**Metal 1**

The bar under the picture is 50 um long.
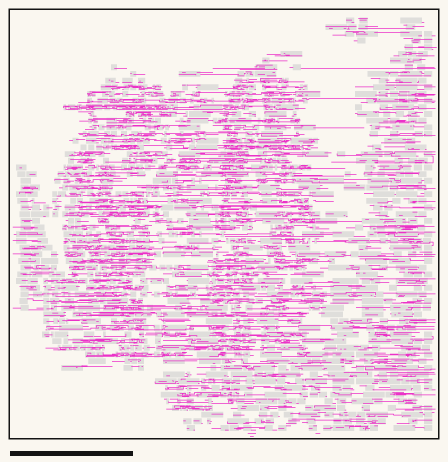
**Metal 2**

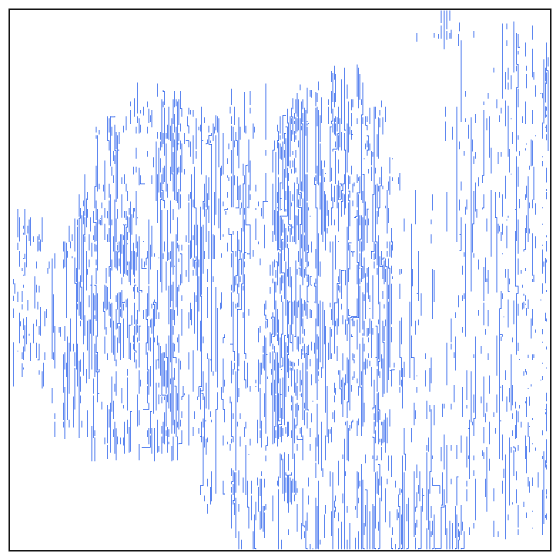
**Metal 3**

The bar under the picture is 50 um long.
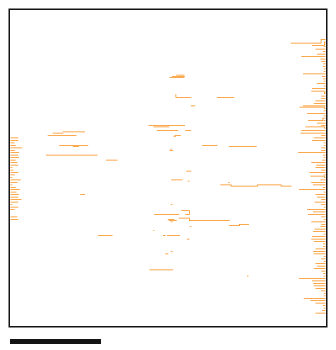
**The clock network**

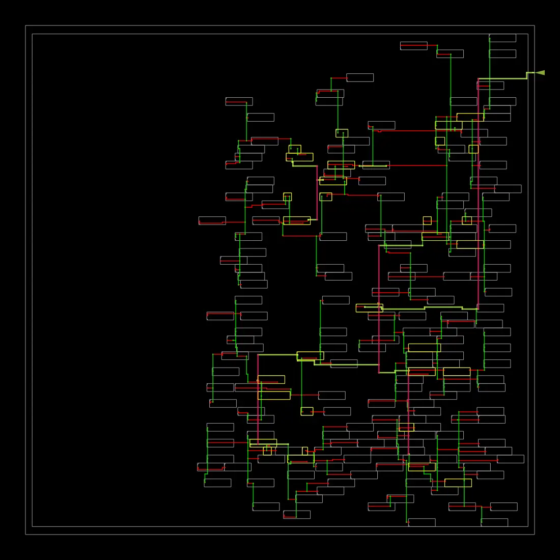
[src/rtl/mpc_mem_pkg.sv]
// Shared definitions for the MPC memory-side engines: default word and
// address widths, the snapshot-engine state encoding and the slack-region
// word-count helper used by both the z_prev writer and the residual check.
package mpc_mem_pkg;

  localparam int unsigned DEFAULT_DATA_WIDTH = 64;
  localparam int unsigned DEFAULT_ADDR_WIDTH = 9;

  typedef enum logic [1:0] {
    IDLE       = 2'd0,
    ISSUE      = 2'd1,
    DRAIN      = 2'd2,
    DONE_STATE = 2'd3
  } mpc_state_e;

  // Words in the slack region: (min(horizon, max_horizon) - 1) * input_dim,
  // or zero when the clamped horizon leaves no inter-stage slack at all.
  function automatic logic [31:0] slack_region_words(
    input logic [31:0] horizon,
    input int unsigned max_horizon,
    input int unsigned input_dim
  );
    logic [31:0] h;
    h = (horizon > 32'(max_horizon)) ? 32'(max_horizon) : horizon;
    if (h <= 32'd1) begin
      return 32'd0;
    end
    return (h - 32'd1) * 32'(input_dim);
  endfunction

endpackage

[src/rtl/rd_delay_line.sv]
// Tracks in-flight memory reads: a READ_LATENCY-deep shift register of
// {valid, address} so each returning read word can be paired with the index
// it was fetched from. busy is high while any stage still holds a read.
module rd_delay_line #(
  parameter int unsigned READ_LATENCY = 2,
  parameter int unsigned ADDR_WIDTH   = 9
) (
  input  logic                  clk,
  input  logic                  rst_n,
  input  logic                  in_valid,
  input  logic [ADDR_WIDTH-1:0] in_addr,
  output logic                  out_valid,
  output logic [ADDR_WIDTH-1:0] out_addr,
  output logic                  busy
);

  logic [READ_LATENCY-1:0] valid_reg;
  logic [ADDR_WIDTH-1:0]   addr_reg [READ_LATENCY];

  // Shift one stage per cycle; reset empties the line so no stale write fires.
  always_ff @(posedge clk or negedge rst_n) begin
    if (!rst_n) begin
      valid_reg <= '0;
      for (int i = 0; i < int'(READ_LATENCY); i++) begin
        addr_reg[i] <= '0;
      end
    end else begin
      valid_reg[0] <= in_valid;
      addr_reg[0]  <= in_addr;
      for (int i = 1; i < int'(READ_LATENCY); i++) begin
        valid_reg[i] <= valid_reg[i-1];
        addr_reg[i]  <= addr_reg[i-1];
      end
    end
  end

  assign out_valid = valid_reg[READ_LATENCY-1];
  assign out_addr  = addr_reg[READ_LATENCY-1];
  assign busy      = |valid_reg;

endmodule

[src/rtl/z_prev_writer.sv]
// Snapshot engine: copies the slack region of z (indices k*INPUT_DIM+i,
// k < active_horizon-1) into z_prev at one word per cycle, so the next
// iteration's dual-residual check compares against this snapshot.
// Optional build macro Z_PREV_CLEAR_EN adds a 'clear' input; a pass started
// with clear=1 writes zeros over the region instead of copying (cold start).
module z_prev_writer
  import mpc_mem_pkg::*;
#(
  parameter int unsigned STATE_DIM    = 6,
  parameter int unsigned INPUT_DIM    = 3,
  parameter int unsigned HORIZON      = 30,
  parameter int unsigned DATA_WIDTH   = DEFAULT_DATA_WIDTH,
  parameter int unsigned ADDR_WIDTH   = DEFAULT_ADDR_WIDTH,
  parameter int unsigned READ_LATENCY = 2
) (
  input  logic                  clk,
  input  logic                  rst_n,
  input  logic                  start,
`ifdef Z_PREV_CLEAR_EN
  input  logic                  clear,
`endif
  input  logic [31:0]           active_horizon,
  output logic [ADDR_WIDTH-1:0] z_rdaddress,
  input  logic [DATA_WIDTH-1:0] z_data_out,
  output logic [ADDR_WIDTH-1:0] z_prev_wraddress,
  output logic [DATA_WIDTH-1:0] z_prev_data_in,
  output logic                  z_prev_wren,
  output logic [ADDR_WIDTH-1:0] words_written,
  output logic                  done
);

  // Elaboration-time sanity checks on the parameter set.
  if (STATE_DIM == 0) begin : g_bad_state_dim
    $error("z_prev_writer: STATE_DIM must be at least 1");
  end
  if (READ_LATENCY < 1 || READ_LATENCY > 4) begin : g_bad_latency
    $error("z_prev_writer: READ_LATENCY must be in 1..4");
  end
  if ((HORIZON - 1) * INPUT_DIM > (1 << ADDR_WIDTH)) begin : g_bad_region
    $error("z_prev_writer: slack region does not fit in ADDR_WIDTH");
  end

  mpc_state_e            state_reg;
  logic [31:0]           n_reg;
  logic [31:0]           addr_cnt_reg;
  logic [ADDR_WIDTH-1:0] wraddress_reg;
  logic [DATA_WIDTH-1:0] wdata_reg;
  logic                  wren_reg;
  logic [ADDR_WIDTH-1:0] words_written_reg;
  logic                  done_reg;
  logic                  clear_mode;
  logic [31:0]           region_words;

  logic                  dl_in_valid;
  logic                  dl_out_valid;
  logic [ADDR_WIDTH-1:0] dl_out_addr;
  logic                  dl_busy;

  assign region_words = slack_region_words(active_horizon, HORIZON, INPUT_DIM);

`ifdef Z_PREV_CLEAR_EN
  logic clear_mode_reg;

  // Pass mode is fixed for the whole pass, captured alongside start.
  always_ff @(posedge clk or negedge rst_n) begin
    if (!rst_n) begin
      clear_mode_reg <= 1'b0;
    end else if (state_reg == IDLE && start) begin
      clear_mode_reg <= clear;
    end
  end

  assign clear_mode = clear_mode_reg;
`else
  assign clear_mode = 1'b0;
`endif

  // A read is in flight for every cycle spent issuing addresses.
  assign dl_in_valid = (state_reg == ISSUE);

  rd_delay_line #(
    .READ_LATENCY (READ_LATENCY),
    .ADDR_WIDTH   (ADDR_WIDTH)
  ) u_rd_delay_line (
    .clk       (clk),
    .rst_n     (rst_n),
    .in_valid  (dl_in_valid),
    .in_addr   (addr_cnt_reg[ADDR_WIDTH-1:0]),
    .out_valid (dl_out_valid),
    .out_addr  (dl_out_addr),
    .busy      (dl_busy)
  );

  // Pass sequencer plus the registered write port: read addresses go out
  // from ISSUE, returning words are committed as the delay line delivers them.
  always_ff @(posedge clk or negedge rst_n) begin
    if (!rst_n) begin
      state_reg         <= IDLE;
      n_reg             <= '0;
      addr_cnt_reg      <= '0;
      wraddress_reg     <= '0;
      wdata_reg         <= '0;
      wren_reg          <= 1'b0;
      words_written_reg <= '0;
      done_reg          <= 1'b0;
    end else begin
      wren_reg <= dl_out_valid;
      if (dl_out_valid) begin
        wraddress_reg     <= dl_out_addr;
        wdata_reg         <= clear_mode ? '0 : z_data_out;
        words_written_reg <= words_written_reg + ADDR_WIDTH'(1);
      end

      case (state_reg)
        IDLE: begin
          if (start) begin
            n_reg             <= region_words;
            addr_cnt_reg      <= '0;
            words_written_reg <= '0;
            if (region_words == 32'd0) begin
              // Nothing to copy: report completion straight away.
              state_reg <= DONE_STATE;
              done_reg  <= 1'b1;
            end else begin
              state_reg <= ISSUE;
            end
          end
        end
        ISSUE: begin
          if (addr_cnt_reg == n_reg - 32'd1) begin
            state_reg <= DRAIN;
          end else begin
            addr_cnt_reg <= addr_cnt_reg + 32'd1;
          end
        end
        DRAIN: begin
          // Line empty means the final write is on the port this cycle.
          if (!dl_busy) begin
            state_reg <= DONE_STATE;
            done_reg  <= 1'b1;
          end
        end
        DONE_STATE: begin
          if (!start) begin
            state_reg <= IDLE;
            done_reg  <= 1'b0;
          end
        end
        default: begin
          state_reg <= IDLE;
          done_reg  <= 1'b0;
        end
      endcase
    end
  end

  assign z_rdaddress      = addr_cnt_reg[ADDR_WIDTH-1:0];
  assign z_prev_wraddress = wraddress_reg;
  assign z_prev_data_in   = wdata_reg;
  assign z_prev_wren      = wren_reg;
  assign words_written    = words_written_reg;
  assign done             = done_reg;

endmodule

[config.mk]
export PLATFORM = sky130hd
export DESIGN_NAME = z_prev_writer
export DESIGN_NICKNAME = d
export VERILOG_FILES = /design/src/rtl/mpc_mem_pkg.sv /design/src/rtl/rd_delay_line.sv /design/src/rtl/z_prev_writer.sv
export SDC_FILE = /design/constraint.sdc
export NUM_CORES = 1
export LEC_CHECK = 0
export CORE_MARGIN = 2
export CORE_UTILIZATION = 35
export DETAILED_ROUTE_END_ITERATION = 10
export PLACE_DENSITY_LB_ADDON = 0.3
export SLEW_MARGIN = 5
export SYNTH_ARGS = -nofsm -noshare
export SYNTH_HDL_FRONTEND = slang
export SYNTH_SLANG_ARGS = --single-unit
[constraint.sdc]
create_clock -name clk -period 4.7 [get_ports clk]
set_input_delay 0.47 -clock clk [delete_from_list [all_inputs] [get_ports clk]]
set_output_delay 0.47 -clock clk [all_outputs]
set_load 0.01 [all_outputs]
==> CHANGELOG.md <==
### Implementation results

- Status: complete, no violations
- Core area: 28600 um2
- Ys Warns: 0
- First-pass iteration count of the detailed router: 5
- Crit Path Class: primary input to register
- Max-area cell share: 0.419
- Simple Share, Synth: 0.194
- Register area: 4260 um2
- Max FO, Critical Path: 7
- Max clock buf depth: 2
- Synthesis-to-finish area growth: 43.6%
- All-Layer GR Usage: 0.171
- Post-synth ARST share: 1.00
- Synth Instances: 1040
- Final hold viol count: 0
- Main flop type: dfrtp_1
- Final core occ: 0.509
- Final-report setup violation count: 0
- Fillers: 2588
- # diodes: 0
- Seq cells post-synth: 170
- Fin crit period: 4.47 ns
- Post-route DRC: 0
- Synth cell types: 79
- Adder Share, Synth: 0.0501
- Max reg flops: 64
- Detailed Place HPWL: 19.7 mm
- Initial antenna violation count: 0
- Seq share, synth: 0.419
- PwrDens: 216 nW/um2
- R2R Setup Slk: 0.81 ns
- Fin worst setup slack: 0.235 ns
- Worst-margin pin slew: 0.809 ns
- Xor+xnor area frac: 0.0644
- Die H: 174 um
- Synthesized net count: 1179
- Cycle use final: 0.950
- Ys cells: 1040
- R2r worst-path depth: 10
- Area leader, netlist: dfrtp_1
- Rows: 62
- Fmax: 224 MHz
- Buffers on Ports: 191
- Logic area: 5930 um2
- CTS clk-pin slew, worst paths: 0.07 ns
- Largest net degree at the start of global routing: 89
- Number of nets in the layout: 1492
- Synth mux share: 0.0971
- Critical Path Start Type: primary input
- Final slew viol count: 0
- Max_cap viols: 0
- Post-synthesis compound-gate area fraction: 0.138
- Yosys Chip Area: 10100 um2
- Clk_skew: 0.0131 ns
- VDD IR max: 236 uV
- Via Count: 8968
- Non-Filler Instances: 1749
- 1st-iter DRT viols: 395
- Main logic family: simple AND/OR/NAND/NOR gates
- Worst min-delay path class: primary input to async pin
- Flip-flops with a built-in enable: 0
- WL/cell: 14.9 um
- Worst reg2reg path endpoint: addr_cnt_reg[9]
- CTS HTree Levels: 4
- Rel. slew slack: 0.461
- Routed wire length: 26.0 mm
- Grt ovf: 0
- Worst Path Arrival: 4.79 ns
- Required @ worst endpoint: 5.02 ns
Notes on 'metal 1' above:
The wires run mostly horizontal. The layer holds 47% of the routed length.

Notes on 'metal 2' above:
The wires run mostly vertical. 1275 nets have wire on it. The longest straight run is 73.3 um.

Notes on 'metal 3' above:
The layer carries 991 um of wire. The wires run mostly horizontal. The layer holds 3.8% of the routed length. The longest straight run is 28.1 um.

Notes on 'the clock network' above:
clock latency on the worst-skew pair: 0.44 ns
Num CTS Buffers: 17
clock sinks: 170
clkbuf count: 18

## critical path, cell delays in order
cell,delay (ns)
clkdlybuf4s50_1,0.42
and4_4,0.20
a211oi_4,0.25
and2_4,0.21
nand2_4,0.06
ha_4,0.20
buf_6,0.12
nand2b_4,0.11
buf_4,0.14
nor3_2,0.04
buf_4,0.13
ha_1,0.32
buf_4,0.16
nand2_1,0.07
o211ai_1,0.10
a41oi_1,0.26
o21ai_1,0.19
xnor2_1,0.34
o2111ai_2,0.20
nor4_4,0.30
a41o_1,0.24
a31oi_1,0.09
nand3b_1,0.16
## logic make-up (layout without fill, tap and decap cells)
logic type / count (synthesis) / after routing
simple gates: 371 / 371
mux: 89 / 89
fa+ha+maj: 40 / 40
flops: 170 / 170
compound gates: 212 / 212
xor+xnor: 73 / 73
buf+inv: 85 / 410
## placed cells by master (no fill, tap or decap), types with 15 or more instances in the layout
cell	count
nor2_1	61
nand4_1	28
nor4_1	23
ha_1	33
inv_1	26
nand2_1	91
buf_4	158
xnor2_1	42
dfrtp_1	169
nand3_1	20
clkdlybuf4s50_1	166
a21o_1	15
a21oi_1	35
xor2_1	28
clkbuf_16	17
o21ai_0	45
mux2_2	75
nor3_1	29
or3_1	20
dlymetal6s2s_1	22
## worst max-delay path by stage
| stage | startpoint | slack, ns | depth (start not counted) | endpoint |
|---|---|---|---|---|
| floorplan | active_horizon[25] | 0.09 | 21 | done |
| global placement | active_horizon[25] | -0.52 | 19 | done |
| detailed placement | active_horizon[25] | -0.62 | 19 | done |
| CTS | active_horizon[7] | 0.007 | 19 | state_reg[1] |
| global route | active_horizon[2] | -0.06 | 21 | state_reg[1] |
| finish | active_horizon[2] | 0.23 | 23 | done |
## metrics by stage
stage	hold slack, ns	setup TNS (ns)	total power [mW]	instance area, um2
global route	0.144	-0.105	3.27	14600
CTS	0.129	0	3.19	14300
finish	0.0681	0	3.15	14600
floorplan	0.174	0	1.58	10300
detailed placement	0.335	-2.04	1.77	13500
global placement	0.331	-1.54	1.76	13500
## per-layer routing
layer	track usage	wire [um]	vias up
met5	0	0	-
li1	-	-	4462
met4	0.0490	325	0
met3	0.0271	990	24
met1	0.222	12200	4263
met2	0.295	12500	219
## synth_stat cells, drive strengths merged, types with 12 or more instances
cell type    n
nand3       20
mux2i       14
a21oi       42
o31ai       13
nand2       96
o21ai       56
inv         26
a21o        15
ha          39
clkbuf      42
or3         20
a31oi       12
nor3        36
mux2        75
xnor2       43
dfrtp      170
xor2        29
buf         17
nand4       30
o211ai      13
nor4        34
nor2        64
## power breakdown
group          switching, mW  leakage, nW  total, mW  internal [mW]
Combinational         0.0866         4.07      0.230          0.143
Clock                  0.604        0.286       1.41          0.809
Sequential            0.0129         2.07       1.50           1.49
## area by class of cell
type / count / share of cell area
timing repair buffer: 353 / 0.220
tap: 384 / 0.0330
clock inverter: 13 / 0.0109
sequential: 170 / 0.292
inverter: 26 / 0.00670
clock buffer: 18 / 0.0301
multi-input combinational: 785 / 0.407
## timing repair
action / in CTS / in global routing
resized: 23 / 62
pin swaps: 29 / 40
buffers inserted: 5 / 9
setup endpoints to repair: 2 / 6
No activity file was given, so power comes from the tool's default toggle rates.
